**Run 1: routed metal, one colour a layer**

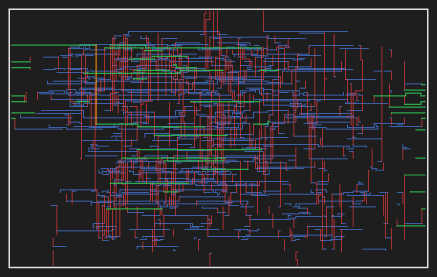
**Run 1: clock wires, drivers and flops**

The bar under the picture is 20 um long.
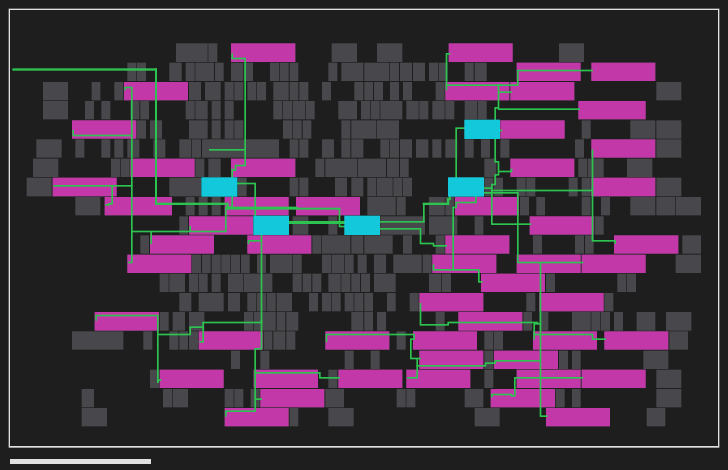
**Run 1: signal wires on met2**

Cells faint in the background.
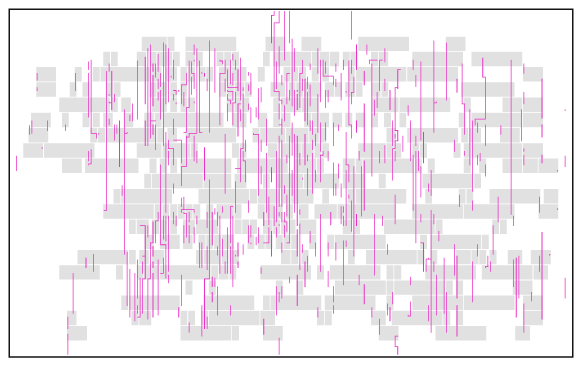
--- src/rtl/pe_col_seq_ctrl.sv ---
// Control sequencer for one column of pe_top instances: LOAD / ACC / FORMAT / DRAIN
// per job, with a delayed (valid,row) strobe for the bottom-of-column collector.
module pe_col_seq_ctrl #(
    parameter int ROWS      = 4,
    parameter int WIDTH_K   = 8,
    parameter int DRAIN_LAT = 2
) (
    input  logic               clk,
    input  logic               rst_n,
    input  logic               start_i,
    input  logic [WIDTH_K-1:0] k_len_i,
    input  logic               abort_i,
    output logic               busy_o,
    output logic               done_o,
    output logic               err_o,
    output logic               data_req_o,
    output logic [1:0]         wire_connection_o,
    output logic               output_en_o,
    output logic               out_valid_o,
    output logic [7:0]         out_row_o
);

    typedef enum logic [2:0] {
        S_IDLE,
        S_LOAD,
        S_ACC,
        S_FORMAT,
        S_DRAIN
    } state_t;

    state_t             state_q, state_n;
    logic [WIDTH_K-1:0] cnt_q, cnt_n;
    logic [7:0]         row_q, row_n;

    // Stage 0 is the DRAIN-phase pair itself; stage DRAIN_LAT feeds the collector.
    logic               pv_q [0:DRAIN_LAT];
    logic [7:0]         pr_q [0:DRAIN_LAT];

    logic               abort_eff;
    logic               flush_n;
    logic               busy_n;
    logic               done_n;
    logic               err_n;
    logic               dr_n;
    logic [1:0]         wc_n;
    logic               drain_n;

    always_comb begin
        state_n   = state_q;
        cnt_n     = cnt_q;
        row_n     = row_q;
        err_n     = 1'b0;
        abort_eff = abort_i && busy_o;

        case (state_q)
            S_IDLE: begin
                // busy_o covers the flush of the drain pipe after the FSM is back in IDLE.
                if (start_i && !busy_o) begin
                    if (k_len_i != '0) begin
                        state_n = S_LOAD;
                        cnt_n   = k_len_i;
                    end else begin
                        err_n = 1'b1;
                    end
                end
            end
            S_LOAD, S_ACC: begin
                if (cnt_q <= WIDTH_K'(1)) begin
                    state_n = S_FORMAT;
                    cnt_n   = '0;
                end else begin
                    state_n = S_ACC;
                    cnt_n   = cnt_q - WIDTH_K'(1);
                end
            end
            S_FORMAT: begin
                state_n = S_DRAIN;
                row_n   = 8'(ROWS - 1);
            end
            S_DRAIN: begin
                if (row_q == '0) begin
                    state_n = S_IDLE;
                end else begin
                    row_n = row_q - 8'd1;
                end
            end
            default: begin
                state_n = S_IDLE;
            end
        endcase

        if (abort_eff) begin
            state_n = S_IDLE;
            cnt_n   = '0;
            row_n   = '0;
        end

        flush_n = 1'b0;
        for (int unsigned i = 0; i < DRAIN_LAT; i++) begin
            flush_n = flush_n | pv_q[i];
        end

        busy_n  = !abort_eff && ((state_n != S_IDLE) || flush_n);
        done_n  = busy_o && !busy_n && !abort_eff;
        drain_n = (state_n == S_DRAIN);

        wc_n = 2'd3;
        dr_n = 1'b0;
        case (state_n)
            S_LOAD:  begin wc_n = 2'd0; dr_n = 1'b1; end
            S_ACC:   begin wc_n = 2'd1; dr_n = 1'b1; end
            S_DRAIN: wc_n = 2'd2;
            default: wc_n = 2'd3;
        endcase
    end

    always_ff @(posedge clk or negedge rst_n) begin
        if (!rst_n) begin
            state_q           <= S_IDLE;
            cnt_q             <= '0;
            row_q             <= '0;
            busy_o            <= 1'b0;
            done_o            <= 1'b0;
            err_o             <= 1'b0;
            data_req_o        <= 1'b0;
            wire_connection_o <= 2'd3;
            for (int unsigned i = 0; i <= DRAIN_LAT; i++) begin
                pv_q[i] <= 1'b0;
                pr_q[i] <= '0;
            end
        end else begin
            state_q           <= state_n;
            cnt_q             <= cnt_n;
            row_q             <= row_n;
            busy_o            <= busy_n;
            done_o            <= done_n;
            err_o             <= err_n;
            data_req_o        <= dr_n;
            wire_connection_o <= wc_n;
            pv_q[0]           <= drain_n;
            pr_q[0]           <= drain_n ? row_n : '0;
            for (int unsigned i = 1; i <= DRAIN_LAT; i++) begin
                pv_q[i] <= abort_eff ? 1'b0 : pv_q[i-1];
                pr_q[i] <= abort_eff ? '0   : pr_q[i-1];
            end
        end
    end

    assign output_en_o = pv_q[0];
    assign out_valid_o = pv_q[DRAIN_LAT];
    assign out_row_o   = pr_q[DRAIN_LAT];

endmodule

--- config.mk ---
export PLATFORM = sky130hd
export DESIGN_NAME = pe_col_seq_ctrl
export DESIGN_NICKNAME = d
export VERILOG_FILES = /design/src/rtl/pe_col_seq_ctrl.sv
export SDC_FILE = /design/constraint.sdc
export NUM_CORES = 1
export LEC_CHECK = 0
export ABC_AREA = 1
export CAP_MARGIN = 30
export CORE_ASPECT_RATIO = 0.6
export CORE_MARGIN = 2
export CORE_UTILIZATION = 45
export CTS_CLUSTER_DIAMETER = 40
export CTS_CLUSTER_SIZE = 12
export DETAILED_ROUTE_END_ITERATION = 10
export GPL_TIMING_DRIVEN = 0
export PLACE_DENSITY = 0.69
export SYNTH_ARGS = -nofsm -noshare
export SYNTH_HDL_FRONTEND = slang
export SYNTH_SLANG_ARGS = --single-unit
--- constraint.sdc ---
create_clock -name clk -period 2.98 [get_ports clk]
set_clock_uncertainty 0.15 [all_clocks]
set_input_delay 0.298 -clock clk [delete_from_list [all_inputs] [get_ports clk]]
set_output_delay 0.298 -clock clk [all_outputs]
set_load 0.01 [all_outputs]
==> flow_metrics.py, run 1 <==
# Generated from Yosys and OpenROAD reports
metrics = {
    "route": {
        "wl_met2_mm": 1.97,
        "drtPass1Iterations": 4,
        "routed.top_layer": "met4",
        "dr_wl_met3_um": 407,
        "drc": 0,
        "drt_iter0_markers": 129,
        "ant_nets": 0,
        "routed_via_density": 4.75,
        "wl_met1_mm": 2.68,
    },
    "pwr": {
        "clockPowerShare_pct": 17.4,
        "netSwitchingFraction_pct": 43.9,
        "p_sw_mw": 1.25,
        "internal-power_mw": 1.59,
        "peakVddDrop_v": 0.000458,
        "sequentialPowerShare_pct": 35.1,
        "p_comb_mw": 1.35,
        "p_per_area_mw_per_mm2": 948,
        "leakage_nw": 1.57,
        "combPwrFrac_pct": 47.4,
        "seq-power_mw": 0.998,
        "power_leader": "combinational cells",
    },
    "yosys": {
        "topCombFamilyByArea": "simple AND/OR/NAND/NOR gates",
        "synthAdderAreaFrac_pct": 1.50,
        "synth_cells": 309,
        "ys_sh_simple_pct": 30.5,
        "ys_area_mm2": 0.00251,
        "yosys_register_bits": 52,
        "synthAoiAreaFrac_pct": 3.34,
        "ys_cells": 309,
        "ys_sh_xor_pct": 1.40,
        "yosysWarningCount": 0,
        "ys_seq_share_pct": 52.0,
        "post_synth.cell_area_avg_um2": 8.11,
        "syn_area_mm2": 0.00251,
        "syn_nets": 324,
        "yosysUniqueCellTypes": 29,
        "ys_sh_mux_pct": 0,
    },
    "cts": {
        "path_clk_slew_ns": 0.10,
        "numCtsBuffers": 5,
        "clk_path_buf_depth": 2,
        "clockRootBuffer": "clkbuf_8",
        "h-tree-depth": 2,
        "post_cts_buffers": 0,
        "clkSinkCount": 52,
        "cts_tree": "yes",
    },
    "sta": {
        "drv_slew": 0,
        "finalHoldViolations": 0,
        "rsz0062_at_grt": "no",
        "setup_viol": 0,
        "fin_crit_sh_pct": 66.9,
        "finalCriticalPeriod_ns": 1.99,
        "setup_slack_ns": 0.988,
        "fmax_mhz": 502,
        "worstMarginPinSlew_ns": 0.549,
        "worst_hold_slack_ns": 0.322,
        "slew_headroom_pct": 63.4,
        "fin_setup_tns_ns": 0,
    },
    "critical_path": {
        "endpoint": "data_req_o$_DFF_PN0_",
        "reg2reg_to": "data_req_o$_DFF_PN0_",
        "r2r_setup_slack_ns": 0.99,
        "crit_chain": "inv_1 -> ha_1 -> inv_1 -> nand2_1 -> nand2_1 -> inv_1 -> nand2_1 -> o21ai_0 -> nand2_1 -> nand2_1 -> nand2_1",
        "worst-setup-path-type": "reg -> reg",
        "cp-startpoint": "cnt_q[0]$_DFFE_PN0P_",
        "cp_max_fo": 4,
        "worst-r2r-cell-count": 11,
        "slowest_delay_ns": 0.43,
        "cp_top_family": "simple AND/OR/NAND/NOR gates",
        "worstPathRequired_ns": 3.00,
        "r2r_start": "cnt_q[0]$_DFFE_PN0P_",
        "endpoint_kind": "register",
        "cp_num_cells": 11,
        "cp_data_arrival_time_ns": 2.01,
        "cp_num_buf_inv": 3,
        "cp_slowest_cell": "dfrtp_1",
        "start_kind": "register",
        "crit_path_frequent_cell": "nand2_1",
    },
    "die": {
        "chip_area_mm2": 0.00620,
        "fp.dieW_um": 100,
        "coreArea_mm2": 0.00520,
        "num_rows": 20,
        "fp_util_pct": 48.1,
        "die_h_um": 61.8,
        "io_pins": 28,
    },
    "hold_path": {
        "min_from": "pr_q[22]$_DFF_PN0_",
        "hold_end": "pr_q[14]$_DFF_PN0_",
        "hold_class": "reg -> reg",
        "whs_path_depth": 2,
    },
    "grt": {
        "grt-busiest-layer": "met1",
        "use_met3_pct": 4.14,
        "antenna_found_initial": 0,
        "first_global_vias": 1773,
        "grt_first_pass_wirelength_mm": 8.51,
        "grt_remaining_overflow": 0,
        "grt_max_degree": 29,
        "use_met1_pct": 28.4,
    },
    "place": {
        "place.gp.congestion": 0.930,
        "port_buffers": 27,
        "dpl_worst_slack_ns": 0.886,
        "dp_hpwl_mm": 3.78,
    },
    "cells_and_area": {
        "largest_register_ffs": 16,
        "lay_top_count": "nand2_1",
        "largest_register": "pr_q",
        "drive_gt1_share_pct": 11.0,
        "lay_top_cells": "82 x nand2_1, 50 x nor2_1, 50 x dfrtp_1",
        "nets": 360,
        "fillers": 485,
        "syn_to_final_growth_pct": 19.5,
        "num_antenna_cells": 0,
    },
    "run": {
        "drv_cap": 0,
        "warning_count": 27,
    },
    "run_status": {
        "status": "finished, final reports clean",
    },
}
Notes on 'routed metal, one colour a layer' above:
Red shows M2, wire length 1,970 um. Orange shows M4, wire length 19.0 um. Blue shows M1, wire length 2,680 um. Green shows M3, wire length 408 um.
gr usage total: 18.1%
Vias: 1,957
WL/cell: 12.3 um

Notes on 'clock wires, drivers and flops' above:
Green shows clock wires, length 626 um. Magenta shows flip-flops, count 52. Cyan shows clock-net drivers, count 5.
There are 6 routed clock nets.
clk pwr: 0.495 mW
Skew-Pair Late Insertion Delay: 0.30 ns

Notes on 'signal wires on met2' above:
The wires run mostly vertical. 258 nets have wire on it. The longest straight run is 27.5 um. The layer carries 1,970 um of wire.
final wirelength: 5.08 mm
met2 usage: 25.7%

[run 1: metrics by stage]
| step | util (%) | cell area [um^2] | instances | power (mW) |
|---|---|---|---|---|
| finish | 57.5 | 3000 | 412 | 2.84 |
| global placement | 54.9 | 2860 | 402 | 2.28 |
| floorplan | - | 2510 | 309 | 1.95 |
| detailed placement | 55.2 | 2870 | 403 | 2.33 |
| global route | 57.5 | 3000 | 412 | 3.08 |
| CTS | 57.5 | 3000 | 412 | 2.83 |
[run 1: cell type report]
cell class                 count  area (um^2)  share of cell area (%)
tap                           66         82.6                    2.76
buffer                        14          101                    3.38
timing repair buffer          29          295                    9.86
inverter                      48          181                    6.06
clock buffer                   6         72.6                    2.42
multi-input combinational    195          920                    30.7
sequential                    52         1300                    43.5
clock inverter                 2         38.8                    1.29
[run 1: cells in the mapped netlist]
master,n,area (um^2)
dfstp_2,2,52.6
nand3_4,1,17.5
nand2_4,4,45.0
or2_2,1,6.26
nor2_2,3,18.8
o21bai_1,2,15.0
nor3_2,1,10.0
nor3_1,2,10.0
nand4_1,5,31.3
buf_4,9,67.6
xor2_1,3,26.3
nor2_4,1,11.3
o21ai_0,7,35.0
nor2_1,50,188
xnor2_1,1,8.76
inv_2,1,3.75
buf_1,2,7.51
nand3_1,21,105
clkbuf_1,1,3.75
clkinv_1,1,3.75
nand2_1,82,308
nand2_2,2,12.5
clkinv_2,1,5.00
inv_1,45,169
a21oi_2,1,8.76
buf_6,2,22.5
a21oi_1,5,25.0
ha_1,3,37.5
dfrtp_1,50,1250
[run 1: repair_timing]
item	CTS	global route
hold buffers	1	0
hold endpoints to repair	24	0
resized	0	0
--- run 2 (diff from run 1) ---
==> constraint.sdc (replaced) <==
create_clock -name clk -period 1.9 [get_ports clk]
set_clock_uncertainty 0.15 [all_clocks]
set_input_delay 0.19 -clock clk [delete_from_list [all_inputs] [get_ports clk]]
set_output_delay 0.19 -clock clk [all_outputs]
set_load 0.01 [all_outputs]
**Run 2: signal wires on met2**

Cells faint in the background.
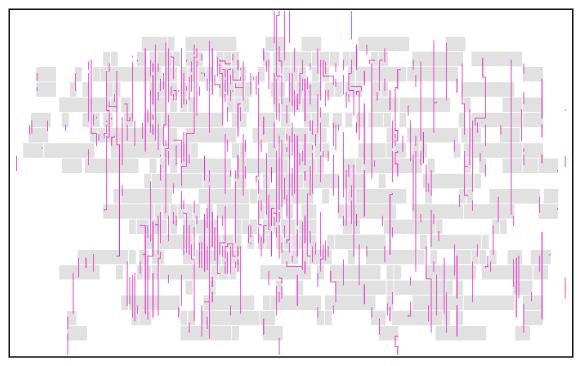
The layer holds 39% of the routed length. The longest straight run is 27.5 um. 263 nets have wire on it. The wires run mostly vertical.
Vias: 1,972
final wirelength: 5.09 mm

**Run 2: clock wires, drivers and flops**

The bar under the picture is 20 um long.
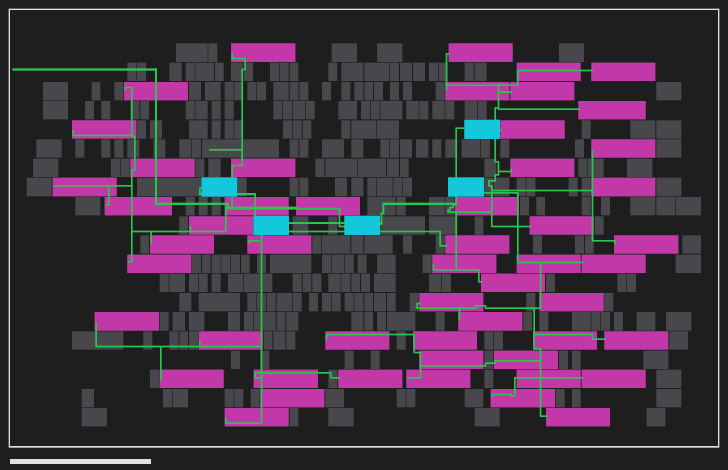
Clock Power Share: 17.1%
clk pwr: 0.779 mW

==> run 2 against run 1 <==
Worst hold slack lost 0.074 ns. Total power grew 61%. Core utilization grew 0.84 points. Die area is the same. Fmax grew 12%. Flip-flop count is the same. Final area grew 1.5%. Highest routed layer unchanged.
==> flow_metrics.py, run 2 <==
# Generated from Yosys and OpenROAD reports
metrics = {
    "run_status": {
        "status": "finished, final reports clean",
    },
    "place": {
        "place.gp.congestion": 0.930,
        "dp_hpwl_mm": 3.78,
        "port_buffers": 27,
        "dpl-instance-area_mm2": 0.00287,
        "dpl_worst_slack_ns": -0.0862,
    },
    "critical_path": {
        "cp_data_arrival_time_ns": 1.85,
        "r2r_setup_slack_ns": 0.12,
        "cp_max_fo": 10,
        "cp_num_buf_inv": 2,
        "cp_top_family": "simple AND/OR/NAND/NOR gates",
        "worst-r2r-cell-count": 10,
        "cp_num_cells": 10,
        "slowest_delay_ns": 0.39,
        "endpoint_kind": "register",
        "crit_chain": "inv_2 -> ha_1 -> nand2_1 -> nor2_1 -> nand2_1 -> nand2_4 -> nand2_4 -> nand2_2 -> buf_6 -> nor3_4",
        "endpoint": "pr_q[20]$_DFF_PN0_",
        "cp_slowest_cell": "dfrtp_1",
        "cp-startpoint": "row_q[0]$_DFF_PN0_",
        "r2r_start": "row_q[0]$_DFF_PN0_",
        "worstPathRequired_ns": 1.97,
    },
    "cells_and_area": {
        "largest_register": "pr_q",
        "final_cells": 413,
        "lay_top_cells": "82 x nand2_1, 50 x dfrtp_1, 49 x nor2_1",
        "nets": 361,
        "lay_top_count": "nand2_1",
        "stdcell_area_mm2": 0.00304,
        "syn_to_final_growth_pct": 21.3,
    },
    "yosys": {
        "ys_cells": 309,
        "yosysUniqueCellTypes": 29,
        "synth_cells": 309,
        "yosys_register_bits": 52,
        "synthArstFlopShare_pct": 100,
        "yosysWarningCount": 0,
        "ys_seq_share_pct": 52.0,
        "syn_area_mm2": 0.00251,
        "synth_area_leader_cell": "dfrtp_1",
        "edf_count": 0,
        "post_synth.cell_area_avg_um2": 8.11,
        "top_cell": "nand2_1",
        "synthTopCellsByArea": "dfrtp_1 50%, nand2_1 12%, nor2_1 7.5%, inv_1 6.7%, nand3_1 4.2%",
    },
    "pwr": {
        "p_sw_mw": 2.01,
        "leakage_nw": 1.59,
        "p_per_area_mw_per_mm2": 1500,
        "sequentialPowerShare_pct": 34.3,
        "combPwrFrac_pct": 48.7,
        "internal-power_mw": 2.55,
        "peakVddDrop_v": 0.000778,
    },
    "cts": {
        "clkSinkCount": 52,
        "h-tree-depth": 2,
        "cts_tree": "yes",
        "clock_latency_ns": 0.30,
        "clk_path_buf_depth": 2,
        "path_clk_slew_ns": 0.10,
        "clockRootBuffer": "clkbuf_8",
        "numCtsBuffers": 5,
    },
    "die": {
        "coreArea_mm2": 0.00520,
        "chip_area_mm2": 0.00620,
        "die_h_um": 61.8,
        "fp_util_pct": 48.1,
    },
    "sta": {
        "fin_setup_tns_ns": 0,
        "fin_crit_sh_pct": 93.7,
        "slew_headroom_pct": 63.3,
        "worstMarginPinSlew_ns": 0.550,
        "drv_slew": 0,
        "fmax_mhz": 562,
        "finalHoldViolations": 0,
    },
    "route": {
        "routed_via_density": 4.77,
        "wl_met1_mm": 2.77,
        "drtPass1Iterations": 5,
        "ant_nets": 0,
        "routedWlPerCell_um": 12.3,
    },
    "grt": {
        "grt-busiest-layer": "met1",
        "use_met3_pct": 4.14,
        "grtUsageTotal_pct": 18.1,
        "gr-usage-met2_pct": 25.7,
    },
    "run": {
        "drv_cap": 0,
        "warning_count": 27,
    },
    "hold_path": {
        "hold_class": "in -> async",
    },
}
## run 2: cells by family (layout without fill, tap and decap cells)
logic type                 Yosys count  count (layout)  synth area share, %
and+or+nand+nor                    173             173                 30.5
buffers and inverters               62             100                 11.3
DFF                                 52              52                 52.0
AOI/OAI and AO/OA                   15              15                 3.34
xor gates and xnor gates             4               4                 1.40
adders and majority gates            3               3                 1.50
## run 2: cell type report
class	count	area, um^2
fillers	477	2170
clock inverters	2	38.8
inverters	48	185
clock buffers	6	72.6
well taps	66	82.6
repair buffers	30	303
flip-flops and latches	52	1300
plain buffers	14	101
multi-input cells	195	952
## run 2: repair_timing
item | CTS | global route
gates resized | 1 | 9
endpoints found under the hold margin | 24 | 0
hold buffers | 1 | 0
setup endpoints to repair | 1 | 13
buffers inserted | 0 | 1
## run 2: metrics by stage
| step | utilization (%) | hold WS, ns | power (mW) |
|---|---|---|---|
| 2_1_floorplan | - | -0.256 | 3.06 |
| 3_3_place_gp | 54.9 | 0.302 | 3.58 |
| 3_5_place_dp | 55.2 | 0.0726 | 3.66 |
| 4_1_cts | 57.6 | 0.272 | 4.45 |
| 5_1_grt | 58.4 | 0.312 | 4.94 |
| 6_report | 58.4 | 0.249 | 4.57 |
## run 2: worst register-to-register path: cells and delay by family, from the launching register on
family	cells	cell delay (ns)
flip-flops	1	0.39
adder cells (fa/ha/maj)	1	0.22
buffers and inverters	2	0.22
AND/OR/NAND/NOR	7	0.71
## run 2: power by group through the flow
stage                     Sequential (mW)  Combinational (mW)  Clock [mW]
after floorplan                      1.56                1.50           0
after global placement               1.58                2.01           0
after detailed placement             1.58                2.08           0
after CTS                            1.56                2.10       0.785
after global routing                 1.59                2.51       0.840
final                                1.56                2.22       0.779
--- run 3 (diff from run 2) ---
--- a/config.mk
+++ b/config.mk
@@ -10,11 +10,12 @@
 export CORE_ASPECT_RATIO = 0.6
 export CORE_MARGIN = 2
 export CORE_UTILIZATION = 45
+export CTS_BUF_LIST = sky130_fd_sc_hd__clkbuf_16
 export CTS_CLUSTER_DIAMETER = 40
 export CTS_CLUSTER_SIZE = 12
 export DETAILED_ROUTE_END_ITERATION = 10
 export GPL_TIMING_DRIVEN = 0
-export PLACE_DENSITY = 0.69
+export PLACE_DENSITY = 0.78
 export SYNTH_ARGS = -nofsm -noshare
 export SYNTH_HDL_FRONTEND = slang
 export SYNTH_SLANG_ARGS = --single-unit
==> run 3 against run 2 <==
Non-clock buffer count shrank 1. Flip-flop count is the same. Critical path depth grew 1. Total power grew 0.64%. Area after synthesis is the same. Fmax grew 0.87%. Critical endpoint is now data_req_o$_DFF_PN0_. Final area grew 0.37%. Via count grew 1.6%. Sequential power is essentially flat. Setup slack gained 0.015 ns. First-iteration DRC count shrank 44%. Sequential share of layout area shrank 0.16 points.
==> flow_metrics.py, run 3 <==
# Generated from Yosys and OpenROAD reports
metrics = {
    "pwr": {
        "clockPowerShare_pct": 18.9,
        "seq-power_mw": 1.56,
        "totalPowerFinal_mw": 4.59,
        "peakVddDrop_v": 0.000529,
        "power_leader": "combinational cells",
        "leakage_nw": 1.59,
        "p_comb_mw": 2.16,
        "internal-power_mw": 2.62,
        "combPwrFrac_pct": 47.1,
        "sequentialPowerShare_pct": 34.0,
        "netSwitchingFraction_pct": 42.9,
        "powerClk_mw": 0.869,
        "p_per_area_mw_per_mm2": 1510,
        "p_sw_mw": 1.97,
    },
    "yosys": {
        "yosys_register_bits": 52,
        "top_cell": "nand2_1",
        "ys_sh_mux_pct": 0,
        "yosysWarningCount": 0,
        "yosys-top-cells-count": "82 x nand2_1, 50 x dfrtp_1, 50 x nor2_1",
        "syn_area_mm2": 0.00251,
        "ff_type": "dfrtp_1",
        "ys_sh_xor_pct": 1.40,
        "synthArstFlopShare_pct": 100,
        "synthAdderAreaFrac_pct": 1.50,
        "syn_nets": 324,
        "ys_area_mm2": 0.00251,
        "post_synth.cell_area_avg_um2": 8.11,
        "edf_count": 0,
        "synth_area_leader_cell": "dfrtp_1",
        "synth.top_cell.area_share_pct": 49.9,
        "ys_seq_share_pct": 52.0,
        "synth_cells": 309,
        "yosysUniqueCellTypes": 29,
        "ys_sh_simple_pct": 30.5,
        "ys_cells": 309,
        "topCombFamilyByArea": "simple AND/OR/NAND/NOR gates",
        "synthTopCellsByArea": "dfrtp_1 50%, nand2_1 12%, nor2_1 7.5%, inv_1 6.7%, nand3_1 4.2%",
        "synthAoiAreaFrac_pct": 3.34,
    },
    "route": {
        "routed_via_density": 4.86,
        "drtPass1Iterations": 4,
        "ant_nets": 0,
        "drt_iter0_markers": 79,
        "drc": 0,
        "routedWlPerCell_um": 12.5,
    },
    "cells_and_area": {
        "syn_to_final_growth_pct": 21.7,
        "final_cells": 412,
        "lay_top_cells": "81 x nand2_1, 50 x nor2_1, 50 x dfrtp_1",
        "largest_register_ffs": 16,
        "fillers": 464,
        "lay_top_count": "nand2_1",
        "stdcell_area_mm2": 0.00305,
        "post-route-util_pct": 58.6,
        "num_antenna_cells": 0,
        "drive_gt1_share_pct": 12.4,
        "largest_register": "pr_q",
        "nets": 360,
    },
    "critical_path": {
        "worst-setup-path-type": "reg -> reg",
        "r2r_setup_slack_ns": 0.14,
        "start_kind": "register",
        "cp_max_fo": 4,
        "cp_top_family": "simple AND/OR/NAND/NOR gates",
        "r2r_start": "cnt_q[0]$_DFFE_PN0P_",
        "crit_chain": "inv_2 -> ha_4 -> inv_1 -> nand2_1 -> nand2_1 -> inv_1 -> nand2_1 -> o21ai_0 -> nand2_1 -> nand2_1 -> nand2_1",
        "crit_path_frequent_cell": "nand2_1",
        "cp_data_arrival_time_ns": 1.79,
        "slowest_delay_ns": 0.43,
        "worst-r2r-cell-count": 11,
        "worstPathRequired_ns": 1.92,
        "cp_num_buf_inv": 3,
        "endpoint_kind": "register",
        "reg2reg_to": "data_req_o$_DFF_PN0_",
        "cp_slowest_cell": "dfrtp_1",
    },
    "die": {
        "coreArea_mm2": 0.00520,
        "die_h_um": 61.8,
        "fp_util_pct": 48.1,
        "io_pins": 28,
        "num_rows": 20,
        "chip_area_mm2": 0.00620,
        "fp.dieW_um": 100,
    },
    "sta": {
        "setup_viol": 0,
        "fmax_mhz": 567,
        "setup_slack_ns": 0.135,
        "worst_hold_slack_ns": 0.298,
        "rsz0062_at_grt": "yes",
        "slew_headroom_pct": 60.2,
        "drv_slew": 0,
        "fin_setup_tns_ns": 0,
        "fin_crit_sh_pct": 92.9,
        "finalCriticalPeriod_ns": 1.76,
        "finalHoldViolations": 0,
        "worstMarginPinSlew_ns": 0.596,
    },
    "cts": {
        "clockRootBuffer": "clkbuf_16",
        "clkSinkCount": 52,
        "clock_latency_ns": 0.29,
        "clk_path_buf_depth": 2,
        "path_clk_slew_ns": 0.07,
        "cts_tree": "yes",
        "post_cts_buffers": 0,
        "numCtsBuffers": 5,
        "h-tree-depth": 2,
    },
    "run": {
        "warning_count": 28,
        "drv_cap": 0,
    },
    "place": {
        "place.gp.congestion": 0.903,
        "dpl_worst_slack_ns": -0.120,
        "dpl-instance-area_mm2": 0.00287,
        "port_buffers": 27,
        "dp_hpwl_mm": 3.79,
        "place_inst": 403,
    },
    "grt": {
        "grt_first_pass_wirelength_mm": 8.62,
        "grt_max_degree": 28,
        "grt_remaining_overflow": 0,
        "antenna_found_initial": 0,
        "first_global_vias": 1801,
    },
    "hold_path": {
        "hold_class": "in -> async",
    },
    "run_status": {
        "status": "finished, final reports clean",
    },
}
[run 3: worst max path at each step]
stage | cells past startpoint | endpoint | from | slack (ns)
3_5_place_dp | 9 | cnt_q[7]$_DFFE_PN0P_ | k_len_i[0] | -0.12
4_1_cts | 11 | data_req_o$_DFF_PN0_ | cnt_q[0]$_DFFE_PN0P_ | 0.04
6_report | 11 | data_req_o$_DFF_PN0_ | cnt_q[0]$_DFFE_PN0P_ | 0.14
2_1_floorplan | 11 | data_req_o$_DFF_PN0_ | cnt_q[0]$_DFFE_PN0P_ | 0.29
3_3_place_gp | 1 | cnt_q[7]$_DFFE_PN0P_ | rst_n | -1.02
5_1_grt | 11 | cnt_q[0]$_DFFE_PN0P_ | cnt_q[0]$_DFFE_PN0P_ | -0.01
[run 3: logic make-up (layout without fill, tap and decap cells)]
group | count (synthesis) | after routing
xor gates and xnor gates | 4 | 4
DFF | 52 | 52
adders and majority gates | 3 | 3
and+or+nand+nor | 173 | 173
buffers and inverters | 62 | 99
AOI/OAI and AO/OA | 15 | 15
[run 3: cell type report]
class / count / area, um^2 / area share, %
buffer: 14 / 101 / 3.32
inverter: 48 / 181 / 5.95
clock buffer: 5 / 125 / 4.10
timing repair buffer: 29 / 295 / 9.68
tap: 66 / 82.6 / 2.71
multi-input combinational: 195 / 942 / 30.9
clock inverter: 3 / 18.8 / 0.615
sequential: 52 / 1300 / 42.7
[run 3: metal layers]
metal / share of wire (%) / global-route usage [%] / up-vias
met2: 42 / 26.6 / 62
met1: 50 / 27.7 / 935
met4: 1.2 / 5.48 / 0
met3: 6.2 / 3.80 / 7
met5: 0 / 0 / -
li1: - / - / 1000
[run 3: what timing repair did]
action / CTS / global route
hold buffers: 1 / 0
gates resized: 1 / 5
hold endpoints to repair: 24 / 0
gates cloned: 0 / 0
setup endpoints to repair: 1 / 19
**Run 3: routed metal, one colour a layer**

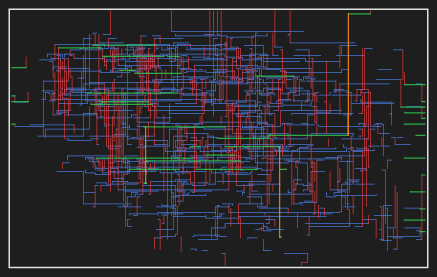
Orange shows M4, wire length 64.6 um. Green shows M3, wire length 317 um. Red shows M2, wire length 2,170 um. Blue shows M1, wire length 2,580 um.
Vias: 2,004
gr usage total: 18.3%
final wirelength: 5.13 mm

**Run 3: signal wires on met2**

Cells faint in the background.
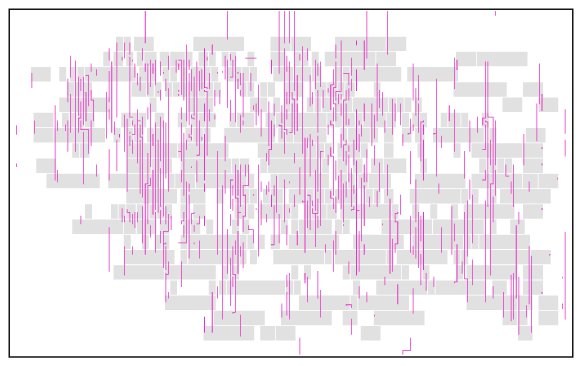
The layer carries 2,170 um of wire. 280 nets have wire on it. The layer holds 42% of the routed length. The wires run mostly vertical.
met2 usage: 26.6%

Power is estimated from default activity; no workload was simulated.
